File: src/rtl/izh_neuron_array.sv
// Time-multiplexed Izhikevich neuron engine: one neuron per cycle through a
// 2-stage fixed-point pipeline, with v/u state held in internal arrays.
module izh_neuron_array #(
  parameter int NUM_NEURONS = 8,
  parameter int WIDTH       = 17,
  parameter int FRAC        = 8,
  parameter int DT_SHIFT    = 0,
  parameter int A_K         = 5,
  parameter int B_K         = 51,
  parameter int C_K         = -16640,
  parameter int D_K         = 2048,
  parameter int VPEAK_K     = 7680
) (
  input  logic                             clk,
  input  logic                             asyn_reset,
  input  logic                             start,
  input  logic [NUM_NEURONS*WIDTH-1:0]     i_bus,
  output logic                             busy,
  output logic                             done,
  output logic [NUM_NEURONS-1:0]           spikes_out,
  input  logic [$clog2(NUM_NEURONS)-1:0]   rd_idx,
  output logic [WIDTH-1:0]                 rd_v,
  output logic [WIDTH-1:0]                 rd_u,
  output logic [15:0]                      sweep_count
);

  localparam int unsigned IDXW = $clog2(NUM_NEURONS);
  localparam int unsigned IW   = 2*WIDTH + 8;

  typedef logic signed [IW-1:0]    wide_t;
  typedef logic signed [WIDTH-1:0] word_t;
  typedef enum logic [1:0] {S_IDLE, S_RUN, S_DRAIN, S_DONE} state_t;

  localparam wide_t SAT_MAX = (wide_t'(1) <<< (WIDTH-1)) - wide_t'(1);
  localparam wide_t SAT_MIN = -(wide_t'(1) <<< (WIDTH-1));
  localparam word_t V_RST   = word_t'(C_K);
  localparam word_t U_RST   = word_t'((wide_t'(B_K) * wide_t'(C_K)) >>> FRAC);

  function automatic word_t sat(input wide_t x);
    if (x > SAT_MAX)      sat = word_t'(SAT_MAX);
    else if (x < SAT_MIN) sat = word_t'(SAT_MIN);
    else                  sat = word_t'(x);
  endfunction

  state_t                 state, state_nxt;
  logic [IDXW-1:0]        idx;
  logic [NUM_NEURONS*WIDTH-1:0] i_lat;
  word_t                  v_arr [NUM_NEURONS];
  word_t                  u_arr [NUM_NEURONS];
  logic                   accept_c, issue_c;

  logic                   s1_valid;
  logic [IDXW-1:0]        s1_idx;
  wide_t                  s1_v, s1_u, s1_sq, s1_lin, s1_bv;

  word_t                  v_cur_c, u_cur_c, i_cur_c;
  wide_t                  sq_c, lin_c, bv_c;
  wide_t                  dv_c, du_c, vn_w_c, un_w_c;
  word_t                  vn_c, un_c, u_spk_c;
  logic                   fire_c;

  // FSM state register
  always_ff @(posedge clk) begin
    if (asyn_reset) state <= S_IDLE;
    else            state <= state_nxt;
  end

  // FSM next-state logic
  always_comb begin
    state_nxt = state;
    case (state)
      S_IDLE:  if (start) state_nxt = S_RUN;
      S_RUN:   if (idx == IDXW'(NUM_NEURONS-1)) state_nxt = S_DRAIN;
      S_DRAIN: state_nxt = S_DONE;
      S_DONE:  state_nxt = S_IDLE;
      default: state_nxt = S_IDLE;
    endcase
  end

  // FSM control strobes
  always_comb begin
    accept_c = 1'b0;
    issue_c  = 1'b0;
    case (state)
      S_IDLE:  accept_c = start;
      S_RUN:   issue_c  = 1'b1;
      default: ;
    endcase
  end

  // Stage 1: operand fetch and first-level products
  always_comb begin
    v_cur_c = v_arr[idx];
    u_cur_c = u_arr[idx];
    i_cur_c = word_t'(i_lat[idx*WIDTH +: WIDTH]);
    sq_c    = (wide_t'(10) * wide_t'(v_cur_c) * wide_t'(v_cur_c)) >>> (2*FRAC);
    lin_c   = wide_t'(5) * wide_t'(v_cur_c) + (wide_t'(140) <<< FRAC)
              - wide_t'(u_cur_c) + wide_t'(i_cur_c);
    bv_c    = (wide_t'(B_K) * wide_t'(v_cur_c)) >>> FRAC;
  end

  // Stage 2: integrate, saturate, detect spike
  always_comb begin
    dv_c    = s1_sq + s1_lin;
    vn_w_c  = s1_v + (dv_c >>> DT_SHIFT);
    du_c    = (wide_t'(A_K) * (s1_bv - s1_u)) >>> FRAC;
    un_w_c  = s1_u + (du_c >>> DT_SHIFT);
    vn_c    = sat(vn_w_c);
    un_c    = sat(un_w_c);
    fire_c  = wide_t'(vn_c) >= wide_t'(VPEAK_K);
    u_spk_c = sat(wide_t'(un_c) + wide_t'(D_K));
  end

  // Sweep index, current latch and stage-1 pipeline register
  always_ff @(posedge clk) begin
    if (asyn_reset) begin
      idx      <= '0;
      i_lat    <= '0;
      s1_valid <= 1'b0;
      s1_idx   <= '0;
      s1_v     <= '0;
      s1_u     <= '0;
      s1_sq    <= '0;
      s1_lin   <= '0;
      s1_bv    <= '0;
    end else begin
      s1_valid <= issue_c;
      if (accept_c) begin
        idx   <= '0;
        i_lat <= i_bus;
      end else if (issue_c) begin
        idx <= idx + IDXW'(1);
      end
      if (issue_c) begin
        s1_idx <= idx;
        s1_v   <= wide_t'(v_cur_c);
        s1_u   <= wide_t'(u_cur_c);
        s1_sq  <= sq_c;
        s1_lin <= lin_c;
        s1_bv  <= bv_c;
      end
    end
  end

  // State arrays, spike vector and write-back
  always_ff @(posedge clk) begin
    if (asyn_reset) begin
      for (int k = 0; k < NUM_NEURONS; k++) begin
        v_arr[k] <= V_RST;
        u_arr[k] <= U_RST;
      end
      spikes_out <= '0;
    end else begin
      if (accept_c) spikes_out <= '0;
      if (s1_valid) begin
        if (fire_c) begin
          v_arr[s1_idx]      <= V_RST;
          u_arr[s1_idx]      <= u_spk_c;
          spikes_out[s1_idx] <= 1'b1;
        end else begin
          v_arr[s1_idx] <= vn_c;
          u_arr[s1_idx] <= un_c;
        end
      end
    end
  end

  // Registered status outputs and read port
  always_ff @(posedge clk) begin
    if (asyn_reset) begin
      busy        <= 1'b0;
      done        <= 1'b0;
      sweep_count <= '0;
      rd_v        <= '0;
      rd_u        <= '0;
    end else begin
      busy <= (state_nxt != S_IDLE);
      done <= (state_nxt == S_DONE);
      if (state_nxt == S_DONE) sweep_count <= sweep_count + 16'd1;
      rd_v <= v_arr[rd_idx];
      rd_u <= u_arr[rd_idx];
    end
  end

endmodule

File: config.mk
export PLATFORM = sky130hd
export DESIGN_NAME = izh_neuron_array
export DESIGN_NICKNAME = d
export VERILOG_FILES = /design/src/rtl/izh_neuron_array.sv
export SDC_FILE = /design/constraint.sdc
export NUM_CORES = 2
export LEC_CHECK = 0
export CELL_PAD_IN_SITES_DETAIL_PLACEMENT = 0
export CELL_PAD_IN_SITES_GLOBAL_PLACEMENT = 1
export CORE_MARGIN = 2
export CORE_UTILIZATION = 30
export CTS_CLUSTER_DIAMETER = 150
export CTS_CLUSTER_SIZE = 28
export DETAILED_ROUTE_END_ITERATION = 12
export PLACE_DENSITY = 0.64
export SYNTH_ARGS = -nofsm -noshare
export SYNTH_HDL_FRONTEND = slang
export SYNTH_SLANG_ARGS = --single-unit
File: constraint.sdc
create_clock -name clk -period 36.8 [get_ports clk]
set_clock_uncertainty 0.05 [all_clocks]
set_input_delay 9.2 -clock clk [delete_from_list [all_inputs] [get_ports clk]]
set_output_delay 9.2 -clock clk [all_outputs]
set_load 0.02 [all_outputs]
flops_by_reg.png
Bar = 100 µm. Other sequential cells in the stronger grey, the rest of the logic in the fainter grey.
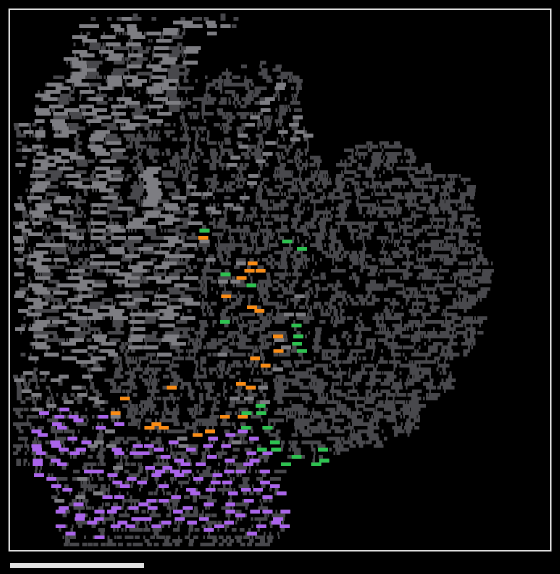
Key: orange = s1_lin [sequential cells 24]; green = s1_sq [sequential cells 23]; purple = i_lat [sequential cells 136]
Another 394 sequential cells are not coloured.
sequential standard cell area: 14300 µm²
Final Util: 0.333
fraction of area in registers: 0.271

clocks.png
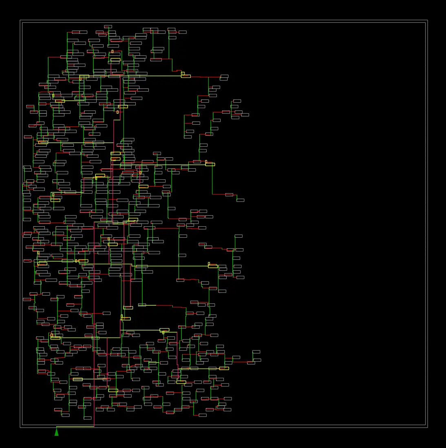
clock buffers: 38
Flop Count: 577
source-to-sink clock delay at the later pin of the worst-skew pair: 0.64 ns
number of buffers created by CTS: 24

placement_by_type.png
Fill, decap, tap and diode cells in grey.
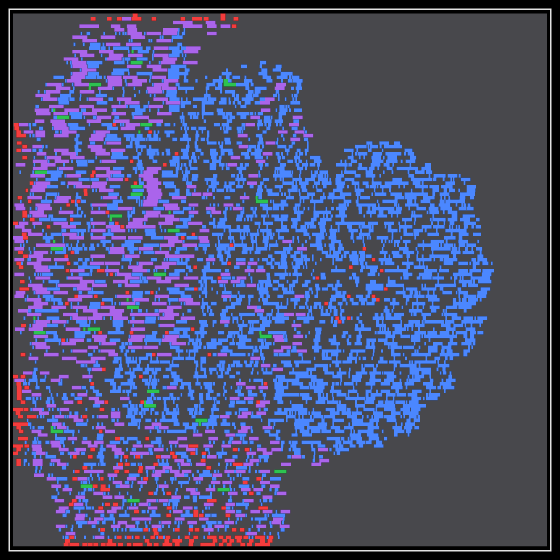
Key: green = clock drivers and dummy loads [cells 41]; blue = combinational and other logic [cells 3993]; red = remaining buffers and delay cells [cells 271]; purple = sequential cells [cells 577]
final standard cell area without fillers: 52700 µm²
core area: 158000 µm²
total number of placement rows: 146

clk_routes.png
Bar = 100 µm.
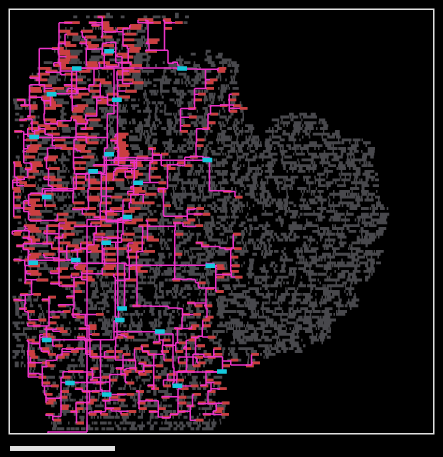
Key: cyan = clock drivers [count 24]; red = flip-flops [count 577]; magenta = clock wires [length 7750 µm]
There are 25 routed clock nets.

wires.png
Bar = 100 µm. Only two layers are drawn.
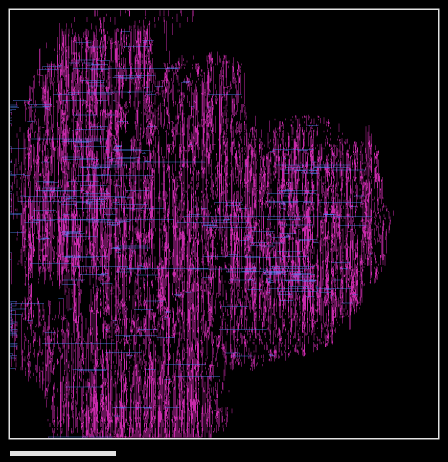
Key: blue = metal 3 [wire length 6120 µm]; magenta = metal 2 [wire length 71.8 mm]

==> results.txt <==
Quick summary of the implementation run below.

The main area contributors are sky130_fd_sc_hd__fa_1, sky130_fd_sc_hd__edfxtp_1, sky130_fd_sc_hd__dfxtp_1. In this run the worst setup path terminates at s1_sq[22]. The worst setup slack before clock tree synthesis is between 20 and 25 ns.

From synthesis to final layout, the design area changed by 10.6%. The first global-routing pass estimated ~230 mm of wire.

The worst hold slack after final layout is 0.411 ns. The chip occupies between 150000 and 200000 µm². The flow ran to the end, and the final reports show no timing, DRC or antenna violations. The normalized max-slew margin came out at 0.184. The finished layout holds about 7000 standard cells, fillers aside. Measured along the y axis, the die boundary spans 402 µm. The simple-gate area share of the yosys netlist came out at 0.138. The async set or reset register ratio after synthesis is 0. The synthesized netlist occupies a cell area of ~48000 µm². The final timing report gives a worst setup slack of 23.08 ns. Across the run, the number of max-cap violations was 0.

The number of H-tree levels is 1. Summed over all failing endpoints, the final setup total negative slack is 0 ns. Per the synthesis report, the XOR/XNOR share of the synthesized area is 0.0250.

The reg-to-reg critical path endpoint is s1_sq[22].
